==> src/rtl/rf_writeback_merge_pkg.sv <==
// rf_wb_pkg: shared types and helpers for the register-file writeback merge.
//   aw_of()        - register address width for a given EMBEDDED setting
//   wb_req_t       - one register write request {rd, data}
//   wb_fifo_ent_t  - load FIFO entry: request plus a sticky kill flag
// rd is always carried at the RV32I width (5 bits). RV32E builds
// zero-extend their 4-bit addresses into it.
package rf_wb_pkg;

  localparam int RD_W = 5;

  function automatic int aw_of(input int embedded);
    return (embedded != 0) ? 4 : 5;
  endfunction

  typedef struct packed {
    logic [RD_W-1:0] rd;
    logic [31:0]     data;
  } wb_req_t;

  typedef struct packed {
    wb_req_t req;
    logic    kill;
  } wb_fifo_ent_t;

endpackage

==> src/rtl/rf_writeback_merge_if.sv <==
// rf_writeback_merge_if: bundle of the writeback stage signals.
//   ALU lanes   : alu{0,1}_valid/_rd/_data          (master -> slave)
//   Load return : ld_valid/_rd/_data -> ld_ready    (valid/ready)
//   Issue       : iss_ld_valid/_rd -> busy          (pending-load scoreboard)
//   RF ports    : rf{0,1}_rd_addr/_data             (slave -> master, addr 0 = idle)
// AW must match the AW derived from EMBEDDED in the module using this interface.
interface rf_writeback_merge_if #(parameter int AW = 4) ();

  localparam int NR = 1 << AW;

  logic          alu0_valid;
  logic [AW-1:0] alu0_rd;
  logic [31:0]   alu0_data;
  logic          alu1_valid;
  logic [AW-1:0] alu1_rd;
  logic [31:0]   alu1_data;
  logic          ld_valid;
  logic [AW-1:0] ld_rd;
  logic [31:0]   ld_data;
  logic          ld_ready;
  logic          iss_ld_valid;
  logic [AW-1:0] iss_ld_rd;
  logic [NR-1:0] busy;
  logic [AW-1:0] rf0_rd_addr;
  logic [31:0]   rf0_rd_data;
  logic [AW-1:0] rf1_rd_addr;
  logic [31:0]   rf1_rd_data;

  modport master (
    output alu0_valid, alu0_rd, alu0_data,
    output alu1_valid, alu1_rd, alu1_data,
    output ld_valid, ld_rd, ld_data,
    output iss_ld_valid, iss_ld_rd,
    input  ld_ready, busy,
    input  rf0_rd_addr, rf0_rd_data, rf1_rd_addr, rf1_rd_data
  );

  modport slave (
    input  alu0_valid, alu0_rd, alu0_data,
    input  alu1_valid, alu1_rd, alu1_data,
    input  ld_valid, ld_rd, ld_data,
    input  iss_ld_valid, iss_ld_rd,
    output ld_ready, busy,
    output rf0_rd_addr, rf0_rd_data, rf1_rd_addr, rf1_rd_data
  );

endinterface

==> src/rtl/rf_writeback_merge_fifo.sv <==
// wb_load_fifo: small load-return buffer with per-entry kill marking.
//   push_i/push_req_i  enqueue (ignored when full)
//   pop_i              drop the head (ignored when empty)
//   kill{0,1}_en_i/_rd_i  mark every live entry whose rd matches
//   head_o/head_valid_o   oldest entry
//   ready_o            registered "not full" after this cycle's push/pop
//   kill{0,1}_hit_o    some live, not-yet-killed entry matched this cycle
// Pointers carry one extra bit so full and empty are distinguishable.
module wb_load_fifo import rf_wb_pkg::*; #(
  parameter int DEPTH = 2
) (
  input  logic            clk,
  input  logic            rst_n,
  input  logic            push_i,
  input  wb_req_t         push_req_i,
  input  logic            pop_i,
  input  logic            kill0_en_i,
  input  logic [RD_W-1:0] kill0_rd_i,
  input  logic            kill1_en_i,
  input  logic [RD_W-1:0] kill1_rd_i,
  output wb_fifo_ent_t    head_o,
  output logic            head_valid_o,
  output logic            ready_o,
  output logic            kill0_hit_o,
  output logic            kill1_hit_o
);

  localparam int IW = $clog2(DEPTH);
  localparam int PW = IW + 1;

  wb_fifo_ent_t    mem_q [DEPTH];
  logic [PW-1:0]   wrPtr_q, rdPtr_q;
  logic            ready_q;
  logic [PW-1:0]   count, wrNext, rdNext;
  logic            empty, full, fullNext, doPush, doPop;
  logic [DEPTH-1:0] live, match0, match1;

  assign count    = wrPtr_q - rdPtr_q;
  assign empty    = (wrPtr_q == rdPtr_q);
  assign full     = (wrPtr_q[IW] != rdPtr_q[IW]) && (wrPtr_q[IW-1:0] == rdPtr_q[IW-1:0]);
  assign doPush   = push_i && !full;
  assign doPop    = pop_i && !empty;
  assign wrNext   = wrPtr_q + PW'(doPush);
  assign rdNext   = rdPtr_q + PW'(doPop);
  assign fullNext = (wrNext[IW] != rdNext[IW]) && (wrNext[IW-1:0] == rdNext[IW-1:0]);

  // An entry is live when its distance from the head is below the occupancy.
  // Already-killed entries do not report a hit, so each load is killed once.
  always_comb begin
    live   = '0;
    match0 = '0;
    match1 = '0;
    for (int i = 0; i < DEPTH; i++) begin
      live[i]   = ({1'b0, IW'(IW'(i) - rdPtr_q[IW-1:0])} < count);
      match0[i] = live[i] && !mem_q[i].kill && kill0_en_i && (mem_q[i].req.rd == kill0_rd_i);
      match1[i] = live[i] && !mem_q[i].kill && kill1_en_i && (mem_q[i].req.rd == kill1_rd_i);
    end
  end

  // Storage, pointers and the registered ready flag. The push slot is never
  // live, so the push write cannot collide with a kill mark.
  always_ff @(posedge clk or negedge rst_n) begin
    if (!rst_n) begin
      for (int i = 0; i < DEPTH; i++) mem_q[i] <= '0;
      wrPtr_q <= '0;
      rdPtr_q <= '0;
      ready_q <= 1'b0;
    end else begin
      for (int i = 0; i < DEPTH; i++) begin
        if (match0[i] || match1[i]) mem_q[i].kill <= 1'b1;
      end
      if (doPush) mem_q[wrPtr_q[IW-1:0]] <= '{req: push_req_i, kill: 1'b0};
      wrPtr_q <= wrNext;
      rdPtr_q <= rdNext;
      ready_q <= !fullNext;
    end
  end

  assign head_o       = mem_q[rdPtr_q[IW-1:0]];
  assign head_valid_o = !empty;
  assign ready_o      = ready_q;
  assign kill0_hit_o  = |match0;
  assign kill1_hit_o  = |match1;

endmodule

==> src/rtl/rf_writeback_merge.sv <==
// rf_writeback_merge: writeback stage feeding both register-file write ports.
//   clk, rst_n : clock, asynchronous active-low reset
//   bus (slave): two ALU lanes, load return (valid/ready), issue-side
//                load dispatch, busy scoreboard, two RF write ports
// Lane0 owns port0 and lane1 owns port1; a buffered load borrows whichever
// port its lane leaves idle (port0 first). ALU writes kill older loads to
// the same register.
// Optional build macro RF_WB_LD_BYPASS_EN: a load arriving to an empty FIFO
// with a free port is written straight through instead of being buffered.
module rf_writeback_merge import rf_wb_pkg::*; #(
  parameter int EMBEDDED = 1,
  parameter int LD_DEPTH = 2
) (
  input logic clk,
  input logic rst_n,
  rf_writeback_merge_if.slave bus
);

  localparam int AW = aw_of(EMBEDDED);
  localparam int NR = 1 << AW;

  logic [RD_W-1:0] alu0Rd, alu1Rd, ldRd, issRd;
  logic            alu0Eff, alu1Eff, lane0Write;
  wb_fifo_ent_t    head;
  logic            headValid, headKilled, fifoCand, ldReady, ldAccept, arrKill;
  logic            bypassCand, loadCand, grant0, grant1, pop, push;
  logic            kill0Hit, kill1Hit;
  wb_req_t         loadReq;

  logic [AW-1:0]   rf0Addr_q, rf0Addr_d, rf1Addr_q, rf1Addr_d;
  logic [31:0]     rf0Data_q, rf0Data_d, rf1Data_q, rf1Data_d;
  logic [NR-1:0]   busy_q, busy_d, setMask, clrMask;

  assign alu0Rd = RD_W'(bus.alu0_rd);
  assign alu1Rd = RD_W'(bus.alu1_rd);
  assign ldRd   = RD_W'(bus.ld_rd);
  assign issRd  = RD_W'(bus.iss_ld_rd);

  assign alu0Eff    = bus.alu0_valid && (bus.alu0_rd != '0);
  assign alu1Eff    = bus.alu1_valid && (bus.alu1_rd != '0);
  assign lane0Write = alu0Eff && !(alu1Eff && (alu0Rd == alu1Rd));

  // A head that matches this cycle's ALU write is killed now rather than
  // granted, otherwise both ports could write the same register.
  assign headKilled = headValid && (head.kill ||
                      (alu0Eff && head.req.rd == alu0Rd) ||
                      (alu1Eff && head.req.rd == alu1Rd));
  assign fifoCand   = headValid && !headKilled;

  assign ldAccept = bus.ld_valid && ldReady;
  assign arrKill  = (bus.ld_rd == '0) || (alu0Eff && ldRd == alu0Rd) || (alu1Eff && ldRd == alu1Rd);

`ifdef RF_WB_LD_BYPASS_EN
  assign bypassCand = ldAccept && !arrKill && !headValid && (!alu0Eff || !alu1Eff);
`else
  assign bypassCand = 1'b0;
`endif

  assign loadCand = fifoCand || bypassCand;
  assign loadReq  = fifoCand ? head.req : '{rd: ldRd, data: bus.ld_data};
  assign grant0   = loadCand && !alu0Eff;
  assign grant1   = loadCand && alu0Eff && !alu1Eff;
  assign pop      = headKilled || (fifoCand && (grant0 || grant1));
  assign push     = ldAccept && !arrKill && !bypassCand;

  wb_load_fifo #(.DEPTH(LD_DEPTH)) uFifo (
    .clk         (clk),
    .rst_n       (rst_n),
    .push_i      (push),
    .push_req_i  ('{rd: ldRd, data: bus.ld_data}),
    .pop_i       (pop),
    .kill0_en_i  (alu0Eff),
    .kill0_rd_i  (alu0Rd),
    .kill1_en_i  (alu1Eff),
    .kill1_rd_i  (alu1Rd),
    .head_o      (head),
    .head_valid_o(headValid),
    .ready_o     (ldReady),
    .kill0_hit_o (kill0Hit),
    .kill1_hit_o (kill1Hit)
  );

  // Port selection and scoreboard update. A pending load clears its busy bit
  // when written or when killed (buffered or arriving); a same-cycle issue
  // of the same register re-sets it.
  always_comb begin
    rf0Addr_d = '0;
    rf0Data_d = '0;
    rf1Addr_d = '0;
    rf1Data_d = '0;
    setMask   = '0;
    clrMask   = '0;
    if (lane0Write) begin
      rf0Addr_d = bus.alu0_rd;
      rf0Data_d = bus.alu0_data;
    end else if (grant0) begin
      rf0Addr_d = loadReq.rd[AW-1:0];
      rf0Data_d = loadReq.data;
    end
    if (alu1Eff) begin
      rf1Addr_d = bus.alu1_rd;
      rf1Data_d = bus.alu1_data;
    end else if (grant1) begin
      rf1Addr_d = loadReq.rd[AW-1:0];
      rf1Data_d = loadReq.data;
    end
    if (grant0 || grant1)    clrMask = clrMask | (NR'(1) << loadReq.rd);
    if (kill0Hit)            clrMask = clrMask | (NR'(1) << alu0Rd);
    if (kill1Hit)            clrMask = clrMask | (NR'(1) << alu1Rd);
    if (ldAccept && arrKill) clrMask = clrMask | (NR'(1) << ldRd);
    if (bus.iss_ld_valid)    setMask = NR'(1) << issRd;
    busy_d = ((busy_q & ~clrMask) | setMask) & ~NR'(1);
  end

  // Write-port and scoreboard registers.
  always_ff @(posedge clk or negedge rst_n) begin
    if (!rst_n) begin
      rf0Addr_q <= '0;
      rf0Data_q <= '0;
      rf1Addr_q <= '0;
      rf1Data_q <= '0;
      busy_q    <= '0;
    end else begin
      rf0Addr_q <= rf0Addr_d;
      rf0Data_q <= rf0Data_d;
      rf1Addr_q <= rf1Addr_d;
      rf1Data_q <= rf1Data_d;
      busy_q    <= busy_d;
    end
  end

  assign bus.ld_ready    = ldReady;
  assign bus.busy        = busy_q;
  assign bus.rf0_rd_addr = rf0Addr_q;
  assign bus.rf0_rd_data = rf0Data_q;
  assign bus.rf1_rd_addr = rf1Addr_q;
  assign bus.rf1_rd_data = rf1Data_q;

endmodule

==> src/flat_wrapper.sv <==
// flat-port wrapper written by rule: the top's interface ports become plain ports
module rf_writeback_merge_flat import rf_wb_pkg::*;
#(
  parameter int EMBEDDED = 1,
  parameter int LD_DEPTH = 2
)
  (clk, rst_n, bus_alu0_valid, bus_alu0_rd, bus_alu0_data, bus_alu1_valid, bus_alu1_rd, bus_alu1_data, bus_ld_valid, bus_ld_rd, bus_ld_data, bus_iss_ld_valid, bus_iss_ld_rd, bus_ld_ready, bus_busy, bus_rf0_rd_addr, bus_rf0_rd_data, bus_rf1_rd_addr, bus_rf1_rd_data);
  rf_writeback_merge_if bus_i ();
  input logic clk;
  input logic rst_n;
  input wire logic [$bits(bus_i.alu0_valid)-1:0] bus_alu0_valid;
  input wire logic [$bits(bus_i.alu0_rd)-1:0] bus_alu0_rd;
  input wire logic [$bits(bus_i.alu0_data)-1:0] bus_alu0_data;
  input wire logic [$bits(bus_i.alu1_valid)-1:0] bus_alu1_valid;
  input wire logic [$bits(bus_i.alu1_rd)-1:0] bus_alu1_rd;
  input wire logic [$bits(bus_i.alu1_data)-1:0] bus_alu1_data;
  input wire logic [$bits(bus_i.ld_valid)-1:0] bus_ld_valid;
  input wire logic [$bits(bus_i.ld_rd)-1:0] bus_ld_rd;
  input wire logic [$bits(bus_i.ld_data)-1:0] bus_ld_data;
  input wire logic [$bits(bus_i.iss_ld_valid)-1:0] bus_iss_ld_valid;
  input wire logic [$bits(bus_i.iss_ld_rd)-1:0] bus_iss_ld_rd;
  output wire logic [$bits(bus_i.ld_ready)-1:0] bus_ld_ready;
  output wire logic [$bits(bus_i.busy)-1:0] bus_busy;
  output wire logic [$bits(bus_i.rf0_rd_addr)-1:0] bus_rf0_rd_addr;
  output wire logic [$bits(bus_i.rf0_rd_data)-1:0] bus_rf0_rd_data;
  output wire logic [$bits(bus_i.rf1_rd_addr)-1:0] bus_rf1_rd_addr;
  output wire logic [$bits(bus_i.rf1_rd_data)-1:0] bus_rf1_rd_data;
  assign bus_i.alu0_valid = bus_alu0_valid;
  assign bus_i.alu0_rd = bus_alu0_rd;
  assign bus_i.alu0_data = bus_alu0_data;
  assign bus_i.alu1_valid = bus_alu1_valid;
  assign bus_i.alu1_rd = bus_alu1_rd;
  assign bus_i.alu1_data = bus_alu1_data;
  assign bus_i.ld_valid = bus_ld_valid;
  assign bus_i.ld_rd = bus_ld_rd;
  assign bus_i.ld_data = bus_ld_data;
  assign bus_i.iss_ld_valid = bus_iss_ld_valid;
  assign bus_i.iss_ld_rd = bus_iss_ld_rd;
  assign bus_ld_ready = bus_i.ld_ready;
  assign bus_busy = bus_i.busy;
  assign bus_rf0_rd_addr = bus_i.rf0_rd_addr;
  assign bus_rf0_rd_data = bus_i.rf0_rd_data;
  assign bus_rf1_rd_addr = bus_i.rf1_rd_addr;
  assign bus_rf1_rd_data = bus_i.rf1_rd_data;
  rf_writeback_merge #(.EMBEDDED(EMBEDDED), .LD_DEPTH(LD_DEPTH)) u_core (.clk(clk), .rst_n(rst_n), .bus(bus_i));
endmodule
==> config.mk <==
export PLATFORM = sky130hd
export DESIGN_NAME = rf_writeback_merge_flat
export DESIGN_NICKNAME = d
export VERILOG_FILES = /design/src/rtl/rf_writeback_merge_pkg.sv /design/src/rtl/rf_writeback_merge_if.sv /design/src/rtl/rf_writeback_merge_fifo.sv /design/src/rtl/rf_writeback_merge.sv /design/src/flat_wrapper.sv
export SDC_FILE = /design/constraint.sdc
export NUM_CORES = 1
export LEC_CHECK = 0
export CAP_MARGIN = 10
export CORE_UTILIZATION = 44
export CTS_CLUSTER_DIAMETER = 50
export DETAILED_ROUTE_END_ITERATION = 10
export PLACE_DENSITY = 0.76
export SLEW_MARGIN = 20
export SYNTH_ARGS = -nofsm -noshare
export SYNTH_HDL_FRONTEND = slang
export SYNTH_SLANG_ARGS = --single-unit
==> constraint.sdc <==
create_clock -name clk -period 2.4 [get_ports clk]
set_input_delay 0.48 -clock clk [delete_from_list [all_inputs] [get_ports clk]]
set_output_delay 0.48 -clock clk [all_outputs]
set_load 0.01 [all_outputs]
Figure 1. Placed standard cells (run 1).
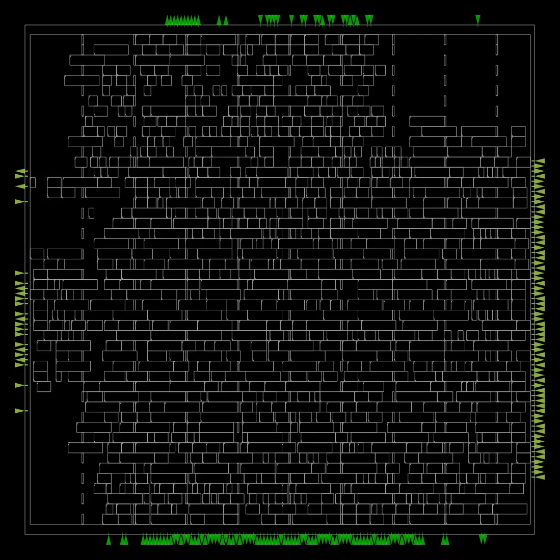
# Taps: 225
fill count: 1303
Seq/total area: 0.3576
Util after Layout: 0.6672
Rows: 48

Figure 2. Layout detail (run 1).
Region (48, 48) to (88, 88) um. Cells in grey, sequential cells in the stronger grey; small squares are vias.
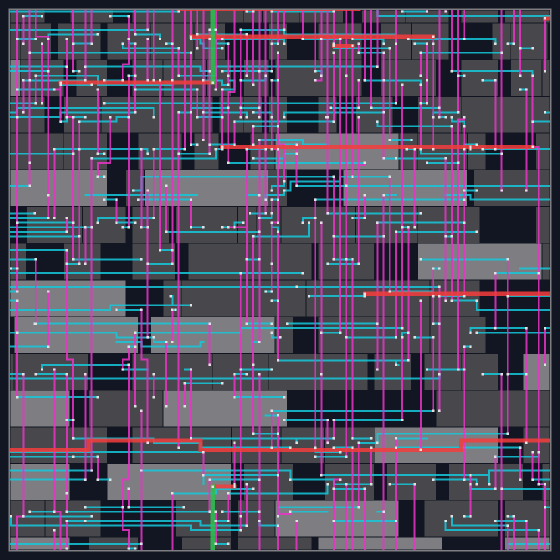
colour	layer
magenta	metal 2
cyan	metal 1
green	metal 4
red	metal 3
sequential cells in the window	12
most frequent	buf_4 (12), dfrtp_1 (11), xor2_1 (10)
netlist names of flops here include	u_core.uFifo.mem_q (9), u_core.uFifo.rdPtr_q (2)
cells with their middle in the window	98

Figure 3. I/O pins on the die edge (run 1).
Drawn at 3 px/um. Pins as bars across the die edge, other pins in grey.
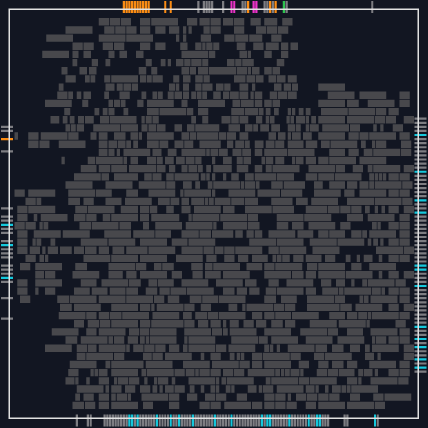
colour	port	pins	direction	edge
cyan	bus_rf0_rd_data	32	output	17 south, 12 east, 3 west
green	bus_alu1_valid	1	input	north
orange	bus_busy	16	output	15 north, 1 west
magenta	bus_alu0_rd	4	input	north

==> impl_metrics.ini, run 1 <==
; generated from flow reports
[pwr]
ir_drop_uv = 805.7
power_mw = 15.25
clkPwrFrac = 0.191
p_int_mw = 9.837

[placed_design]
dp_hpwl_um = 16760

[critical_path]
start_kind = input port

[status]
status = finished, violations left
violations = hold timing

[floorplan]
coreArea_um2 = 17420

[finish]
fin_area_um2 = 11620
area.growth.synth_to_final_pct = 47.39
drive_above_1_share = 0.2518
layout.cells.non_filler = 1179

[clock_network]
numCtsBuffers = 17
clock_path_buffers = 2

[yosys]
postSynthCellCount = 683
synth-seq-area-share = 0.5269
floorplan.nets = 807
synth_warnings = 0

[routing]
drtIter0Drc = 519
viasPerCell = 5.427

[timing]
rsz0062_at_grt = true
slew_headroom = 0.5900
timing.hold.ws_ns = -0.009928
drv_slew = 0
finalHoldViolations = 3

[grt]
grt_pass1_vias = 6541
grt_max_degree = 62

[worst_hold_path]
hold_class = input port to asynchronous set/reset pin
## run 1: synth_stat cells, types with 2 or more instances
library cell,n
dfrtp_1,166
nand2_1,84
mux2_2,72
o21ai_0,42
mux2i_1,34
xor2_1,34
nand3_1,33
o21ai_2,30
clkbuf_1,25
a31oi_1,15
nor2_1,15
a32o_1,13
nor2b_1,12
o31ai_1,12
a21oi_1,9
and2_1,7
buf_2,7
nor4_1,7
xnor2_1,7
ha_1,6
inv_1,6
nand4_1,6
nand4b_1,4
buf_1,3
buf_12,3
nand2b_1,3
o41ai_1,3
a31o_2,2
buf_4,2
clkbuf_2,2
mux2i_2,2
o41a_1,2
## run 1: critical path, stage by stage
cell,delay (ns)
clkdlybuf4s50_1,0.64
buf_4,0.20
nor2_1,0.06
a21oi_1,0.26
o211a_4,0.25
ha_4,0.22
buf_12,0.21
mux2_4,0.32
## run 1: layer usage
layer	wire length, um	GRT usage	up-vias
li1	-	-	2946
met3	1466	0.04512	26
met2	11890	0.4422	255
met5	0	0	-
met4	353	0.08519	0
met1	9965	0.3418	3172
## run 1: registers in the layout, summed over array words and instances, names as in the netlist
register and cells:
u_core.uFifo.ready_o 1, u_core.bus.rf1_rd_addr 4, u_core.bus.busy 15, u_core.uFifo.mem_q 74
u_core.bus.rf0_rd_addr 4, u_core.uFifo.rdPtr_q 2, u_core.bus.rf1_rd_data 32, u_core.bus.rf0_rd_data 32
u_core.uFifo.wrPtr_q 2
## run 1: repair_timing
| action | 4_1_cts | 5_1_grt |
|---|---|---|
| gates resized | 9 | 15 |
| cloned | 0 | 1 |
| pin swaps | 0 | 4 |
| setup buffers | 1 | 1 |
| endpoints found under the setup margin | 44 | 88 |
## run 1: power by group through the flow
stage / clock network [mW] / logic (mW) / registers (mW)
4_1_cts: 2.94 / 7.41 / 4.78
3_5_place_dp: 0 / 7.18 / 4.82
2_1_floorplan: 0 / 4.19 / 4.96
3_3_place_gp: 0 / 7.03 / 4.78
5_1_grt: 3.05 / 8.00 / 4.92
6_report: 2.91 / 7.54 / 4.80
## run 1: cells in the final DEF, fill, tap and decap left out, drive strengths merged, types with 8 or more instances in the layout
cell	instances
a21oi	10
buf	76
o31ai	12
inv	13
xor2	34
nor4	8
nor2	15
o21ai	72
nand3	34
a31oi	15
nand2	85
dfrtp	166
mux2i	37
mux2	72
clkbuf	19
nor2b	12
clkdlybuf4s50	201
a32o	13
## run 1: logic make-up (layout without fill, tap and decap cells)
logic type,after synthesis,after routing,share of synthesized area
other,1,2,0.0004757
AND-OR/OR-AND,133,133,0.1200
adder cells (fa/ha/maj),6,6,0.009522
flip-flops,166,166,0.5269
XOR/XNOR,42,42,0.04841
multiplexers,109,109,0.1524
AND/OR/NAND/NOR,177,177,0.1095
buffers and inverters,49,319,0.03285
## run 1: area by class of cell
| class | count | area, um^2 |
|---|---|---|
| Fill cell | 1303 | 5797 |
| Antenna cell | 1 | 2.502 |
| Multi-Input combinational cell | 468 | 3711 |
| Sequential cell | 166 | 4155 |
| Timing Repair Buffer | 281 | 2821 |
| Tap cell | 225 | 281.5 |
| Inverter | 6 | 22.52 |
| Clock buffer | 18 | 439.2 |
| Clock inverter | 14 | 186.4 |
Figure 4. Routed metal, one colour a layer (run 1).
Drawn at 3 px/um. Two of the layers only.
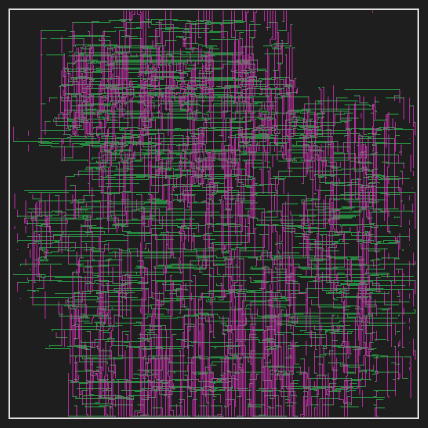

## Run 2: what changed since run 1
- CORE_ASPECT_RATIO: not set -> 0.5
- SLEW_MARGIN: 20 -> not set
Figure 5. Routed metal, one colour a layer (run 2).
Drawn at 2 px/um. Two of the layers only.
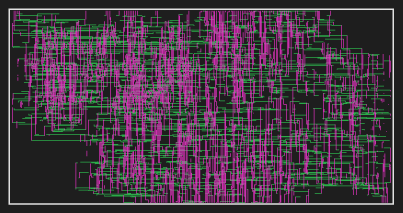
colour	layer	wire length
green	metal 1	10200 um
magenta	metal 2	11200 um

Figure 6. Signal wires on met2 (run 2).
Drawn at 2 px/um. Cells faint in the background.
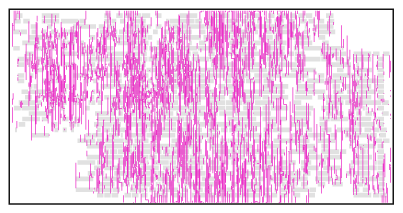
wire length on this layer	11200 um
nets with wire on the layer	963
share of all routed wire	48%
main direction	vertical
longest straight run	45.2 um
met2 usage: 0.4158
via count: 6443
wirelength, routed: 23100 um

==> impl_metrics.ini, run 2 <==
; generated from flow reports
[timing]
finalHoldViolations = 7
drv_slew = 0
timing.hold.ws_ns = -0.01189
slew_headroom = 0.5846

[placed_design]
dp_hpwl_um = 16100

[routing]
drtIter0Drc = 402
viasPerCell = 5.437

[yosys]
ys_sh_adder = 0.009522
topCombFamilyByArea = multiplexers
mux_share = 0.1524
floorplan.nets = 807
aoi_share = 0.1200
synth_warnings = 0
synth-seq-area-share = 0.5269
yosys.area_share.simple = 0.1095

[clock_network]
clock_path_buffers = 2
numCtsBuffers = 17

[finish]
area.growth.synth_to_final_pct = 46.45
layout.cells.most_common_list = clkdlybuf4s50_1, dfrtp_1, nand2_1
fin_area_um2 = 11550
mostFrequentLayoutCell = clkdlybuf4s50_1
regMostFlops = u_core.uFifo.mem_q
largest_reg_flops = 74
drive_above_1_share = 0.2492

[status]
status = finished, violations left
violations = hold timing

[floorplan]
coreArea_um2 = 17440

[pwr]
ir_drop_uv = 697.3
Figure 7. Placed standard cells (run 2).
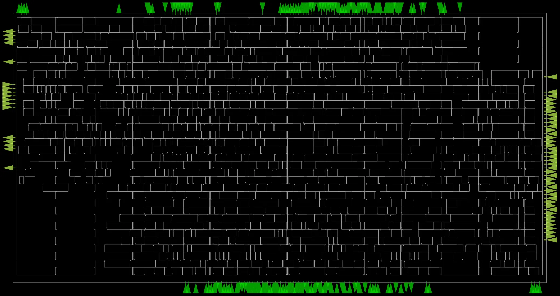
Post-Layout Cell Count: 1185
registers: 166
Util after Layout: 0.6620
fill count: 1295
Rows: 34

run 2: cell counts after synthesis:
Identical to the previous run, type by type.
run 2: worst max-delay path, stage by stage, from the launching register on:
cell and delay [ns]:
dfrtp_2 0.44, inv_1 0.09, ha_1 0.15, xnor3_2 0.46
a21oi_2 0.19, nand3_1 0.18, nand2_2 0.15, buf_12 0.14
buf_4 0.12, a31oi_1 0.08, a32o_1 0.27
run 2: area by class of cell:
class,instances,area [um^2]
Fill cell,1295,5896
Timing Repair Buffer,279,2786
Inverter,6,22.52
Clock buffer,18,429.2
Sequential cell,166,4156
Multi-Input combinational cell,468,3702
Tap cell,234,292.8
Clock inverter,14,156.4
run 2: per-layer routing:
metal  global-route usage  up-vias  wire length (um)
met4              0.09341        0               665
met3              0.04354       53              1081
met1               0.3457     3244             10170
met5                    0        -                 0
met2               0.4158      208             11180
li1                     -     2938                 -
run 2: logic make-up after synthesis:
kind of cell | after synthesis
mux | 109
buf+inv | 49
fa+ha+maj | 6
flops | 166
simple gates | 177
xor+xnor | 42
other cells | 1
compound gates | 133
run 2: final timing paths:
kind / startpoint / end / slack, ns / depth (start not counted)
setup / recovery: u_core.uFifo.wrPtr_q[0] / u_core.bus.busy[6] / 0.01 / 10
hold / removal: rst_n / u_core.bus.rf0_rd_data[23] / -0.01 / 1
setup reg to reg: u_core.uFifo.wrPtr_q[0] / u_core.bus.busy[6] / 0.01 / 10
hold reg to reg: u_core.uFifo.mem_q[60] / u_core.uFifo.mem_q[60] / 0.51 / 1
max in group asynchronous: rst_n / u_core.bus.busy[11] / 1.68 / 2
min in group clk: u_core.uFifo.mem_q[60] / u_core.uFifo.mem_q[60] / 0.51 / 1
run 2: metrics by stage:
step	setup TNS, ns	instances	worst slack, ns	utilization
after floorplan	-18.16	683	-0.2798	-
final	0	1185	0.009851	0.6620
after detailed placement	-56.71	1146	-0.5458	0.6176
after global placement	-51.00	1146	-0.5175	0.6176
after CTS	-0.2214	1181	-0.01627	0.6566
after global routing	-0.1474	1185	-0.06774	0.6620
run 2: power breakdown:
group | total (mW) | switching [mW] | internal (mW)
logic | 7.44 | 3.41 | 4.03
clock network | 2.74 | 1.26 | 1.48
registers | 4.82 | 0.746 | 4.07
run 2: what timing repair did:
| item | in CTS | in global routing |
|---|---|---|
| hold buffers | 0 | 0 |
| pin swaps | 1 | 5 |
| setup buffers | 2 | 4 |
| gates resized | 11 | 17 |
| endpoints found under the setup margin | 75 | 82 |
| gates cloned | 1 | 0 |
Power and IR drop assume default switching activity.
